### src/rtl/fpmul_result_buffer.sv
// Result buffer for the FP32 multiplier: a DEPTH-entry FIFO that tags each word with its class
// and keeps saturating NaN/Inf counters. All outputs come straight from flops.
module fpmul_result_buffer #(
  parameter int DEPTH = 4,
  parameter int CNT_W = 16
) (
  input  logic                       clk,
  input  logic                       rst,
  input  logic                       in_valid,
  output logic                       in_ready,
  input  logic [31:0]                in_data,
  output logic                       out_valid,
  input  logic                       out_ready,
  output logic [31:0]                out_data,
  output logic [2:0]                 out_class,
  output logic [$clog2(DEPTH+1)-1:0] level,
  output logic [CNT_W-1:0]           nan_cnt,
  output logic [CNT_W-1:0]           inf_cnt,
  input  logic                       clr
);

  localparam int PW = (DEPTH > 1) ? $clog2(DEPTH) : 1;
  localparam int LW = $clog2(DEPTH+1);
  localparam logic [LW-1:0]    FULL_LVL = LW'(DEPTH);
  localparam logic [CNT_W-1:0] CNT_MAX  = {CNT_W{1'b1}};

  localparam logic [2:0] CLS_ZERO   = 3'd0;
  localparam logic [2:0] CLS_DENORM = 3'd1;
  localparam logic [2:0] CLS_NORMAL = 3'd2;
  localparam logic [2:0] CLS_INF    = 3'd3;
  localparam logic [2:0] CLS_NAN    = 3'd4;

  function automatic logic [2:0] classify(input logic [31:0] w);
    logic [7:0]  e;
    logic [22:0] m;
    e = w[30:23];
    m = w[22:0];
    if (e == 8'd0) begin
      classify = (m == 23'd0) ? CLS_ZERO : CLS_DENORM;
    end else if (e == 8'hFF) begin
      classify = (m == 23'd0) ? CLS_INF : CLS_NAN;
    end else begin
      classify = CLS_NORMAL;
    end
  endfunction

  logic [34:0]      mem_q [DEPTH];
  logic [34:0]      mem_d [DEPTH];
  logic [PW-1:0]    wr_ptr_q, wr_ptr_d, rd_ptr_q, rd_ptr_d;
  logic [LW-1:0]    level_q, level_d;
  logic [CNT_W-1:0] nan_cnt_q, nan_cnt_d, inf_cnt_q, inf_cnt_d;
  logic             in_ready_q, in_ready_d, out_valid_q, out_valid_d;
  logic [31:0]      out_data_q, out_data_d;
  logic [2:0]       out_class_q, out_class_d;
  logic             acc_s, pop_s;
  logic [2:0]       in_cls_s;

  // Next-state for pointers, occupancy, storage, head register and counters.
  always_comb begin
    in_cls_s  = classify(in_data);
    acc_s     = in_valid & in_ready_q;
    pop_s     = out_valid_q & out_ready;
    mem_d     = mem_q;
    wr_ptr_d  = wr_ptr_q;
    rd_ptr_d  = rd_ptr_q;
    level_d   = level_q;
    nan_cnt_d = nan_cnt_q;
    inf_cnt_d = inf_cnt_q;
    if (acc_s) begin
      mem_d[wr_ptr_q] = {in_cls_s, in_data};
      wr_ptr_d        = wr_ptr_q + PW'(1);
    end else begin
      wr_ptr_d = wr_ptr_q;
    end
    if (pop_s) begin
      rd_ptr_d = rd_ptr_q + PW'(1);
    end else begin
      rd_ptr_d = rd_ptr_q;
    end
    case ({acc_s, pop_s})
      2'b10:   level_d = level_q + LW'(1);
      2'b01:   level_d = level_q - LW'(1);
      default: level_d = level_q;
    endcase
    // clr wins over a same-cycle NaN/Inf accept.
    if (clr) begin
      nan_cnt_d = {CNT_W{1'b0}};
      inf_cnt_d = {CNT_W{1'b0}};
    end else if (acc_s && (in_cls_s == CLS_NAN) && (nan_cnt_q != CNT_MAX)) begin
      nan_cnt_d = nan_cnt_q + CNT_W'(1);
    end else if (acc_s && (in_cls_s == CLS_INF) && (inf_cnt_q != CNT_MAX)) begin
      inf_cnt_d = inf_cnt_q + CNT_W'(1);
    end else begin
      nan_cnt_d = nan_cnt_q;
      inf_cnt_d = inf_cnt_q;
    end
    in_ready_d  = (level_d != FULL_LVL);
    out_valid_d = (level_d != LW'(0));
    {out_class_d, out_data_d} = mem_d[rd_ptr_d];
  end

  // Storage array; contents are don't-care after reset.
  always_ff @(posedge clk) begin
    mem_q <= mem_d;
  end

  // Control and output registers.
  always_ff @(posedge clk or posedge rst) begin
    if (rst) begin
      wr_ptr_q    <= {PW{1'b0}};
      rd_ptr_q    <= {PW{1'b0}};
      level_q     <= {LW{1'b0}};
      nan_cnt_q   <= {CNT_W{1'b0}};
      inf_cnt_q   <= {CNT_W{1'b0}};
      in_ready_q  <= 1'b1;
      out_valid_q <= 1'b0;
      out_data_q  <= 32'd0;
      out_class_q <= 3'd0;
    end else begin
      wr_ptr_q    <= wr_ptr_d;
      rd_ptr_q    <= rd_ptr_d;
      level_q     <= level_d;
      nan_cnt_q   <= nan_cnt_d;
      inf_cnt_q   <= inf_cnt_d;
      in_ready_q  <= in_ready_d;
      out_valid_q <= out_valid_d;
      out_data_q  <= out_data_d;
      out_class_q <= out_class_d;
    end
  end

  assign in_ready  = in_ready_q;
  assign out_valid = out_valid_q;
  assign out_data  = out_data_q;
  assign out_class = out_class_q;
  assign level     = level_q;
  assign nan_cnt   = nan_cnt_q;
  assign inf_cnt   = inf_cnt_q;

endmodule

### config.mk
export PLATFORM = sky130hd
export DESIGN_NAME = fpmul_result_buffer
export DESIGN_NICKNAME = d
export VERILOG_FILES = /design/src/rtl/fpmul_result_buffer.sv
export SDC_FILE = /design/constraint.sdc
export NUM_CORES = 1
export LEC_CHECK = 0
export ABC_AREA = 1
export ABC_CLOCK_PERIOD_IN_PS = 2550
export CAP_MARGIN = 30
export CORE_ASPECT_RATIO = 1.2
export CORE_MARGIN = 3
export CORE_UTILIZATION = 50
export CTS_CLUSTER_SIZE = 28
export DETAILED_ROUTE_END_ITERATION = 16
export PLACE_DENSITY = 0.75
export SETUP_SLACK_MARGIN = 0.05
export SYNTH_ARGS = -nofsm -noshare
export SYNTH_HDL_FRONTEND = slang
export SYNTH_SLANG_ARGS = --single-unit
### constraint.sdc
create_clock -name clk -period 2.55 [get_ports clk]
set_input_delay 0.51 -clock clk [delete_from_list [all_inputs] [get_ports clk]]
set_output_delay 0.51 -clock clk [all_outputs]
set_load 0.03 [all_outputs]
Figure 1. Metal 1.
Scale bar: 50 um. Supply wires on this layer in gray.
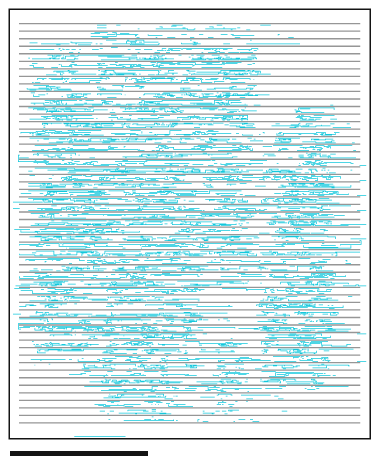
longest straight run	35.0 um
nets with wire on the layer	1198
wire length on this layer	9810 um
share of all routed wire	45%
vias: 7848
final WL: 22000 um
met1 usage: 29.6%

Figure 2. M2 wires.
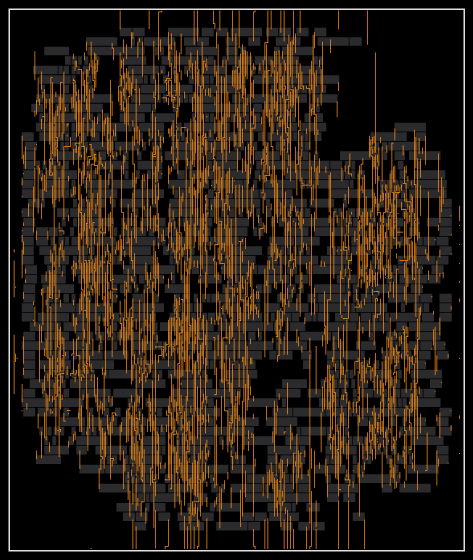
main direction	vertical
longest straight run	43.9 um
routing usage on met2: 36.8%

==> flow_metrics.py <==
# Generated from Yosys and OpenROAD reports
metrics = {
    "synthesis": {
        "synth_adder_area_share_pct": 1.17,
        "syn_area_sq_um": 9190,
        "ys_top_cells_by_count": "nand2_1 (227), o21ai_0 (200), dfxtp_1 (140), inv_1 (132), nor2_1 (101)",
        "ys_area_sq_um": 9190,
        "ys_async_sr_fraction_pct": 35.2,
        "yosys_warnings": 0,
        "synth.most_common_cell": "nand2_1",
        "simple_gate_area_share_pct": 21.4,
        "ys_seq_share_pct": 51.2,
        "synth.distinct_cells": 43,
        "syn_inst": 1156,
        "syn-num-nets": 1201,
        "synth_top_cell_by_area": "dfxtp_1",
    },
    "clocking": {
        "cts.sinks": 216,
        "cts_tree": "done",
        "clk_latency_ps": 500,
        "clkTransAtPathRegs_ps": 60,
        "holdBufCountCts": 0,
        "root_buffer": "clkbuf_16",
        "htree_levels": 1,
    },
    "place": {
        "dp_cells": 1454,
        "place_area_sq_um": 10600,
        "gp_congestion": 0.874,
        "portBuffers": 108,
        "post-place-ws_ps": 74.8,
    },
    "layout": {
        "layout.nonclk_buf_share_pct": 12.1,
        "inv_count": 139,
        "fin_nets": 1303,
        "comb_area_sq_um": 3690,
        "drive_above_1_share_pct": 8.87,
        "regArea_sq_um": 4710,
        "regMostFlops": "mem_q",
        "syn_to_final_growth_pct": 23.4,
        "dominant_cells": "registers",
        "comb_share_pct": 32.5,
        "clkCellAreaFrac_pct": 6.84,
        "buffers_excl_clock": 133,
        "fin_cells": 1494,
    },
    "critical_path": {
        "cp_slowest_cell": "clkdlybuf4s50_1",
        "endpoint": "in_ready",
        "worst-path-buf-inv": 1,
        "r2r_setup_slack_ps": 580,
        "crit_fanout": 2,
        "path_delay_family": "buffers and inverters",
        "cp-end-kind": "primary output",
        "critPathRequiredTime_ps": 2040,
        "reg2reg_depth": 10,
        "worstSetupPathType": "reg2out",
        "timing.rr.end": "out_data[22]$_DFF_PP0_",
    },
    "detailed_routing": {
        "viasPerCell": 5.25,
        "first_iter_violations": 521,
        "drcViolationCount": 0,
        "wire_per_inst_um": 14.7,
        "drt_first_pass_iters": 5,
    },
    "power_and_ir_drop": {
        "finalPower_uw": 14400,
        "p_seq_uw": 5290,
        "p_leak_uw": 0.00503,
        "clock_power_share_pct": 23.5,
        "swShare_pct": 37.4,
        "p_comb_uw": 5730,
        "pg_clk_uw": 3380,
        "maxPowerGroup": "combinational logic",
    },
    "floorplanning": {
        "rows": 53,
        "core-area_sq_um": 17800,
    },
    "timing": {
        "hold_viol": 0,
        "rsz0062_at_grt": "false",
        "drv_slew": 0,
        "holdWs_ps": 276,
        "setup_viol": 0,
        "finalClockPeriodUsage_pct": 87.5,
        "worst_slew_pin_slew_ps": 445,
    },
    "global_route": {
        "grt-busiest-layer": "met2",
        "antenna_found_initial": 0,
        "grt_pass1_wl_um": 36200,
        "grt_pass1_vias": 7570,
        "grt_max_degree": 83,
    },
    "outcome": {
        "run_status": "finished clean",
    },
}
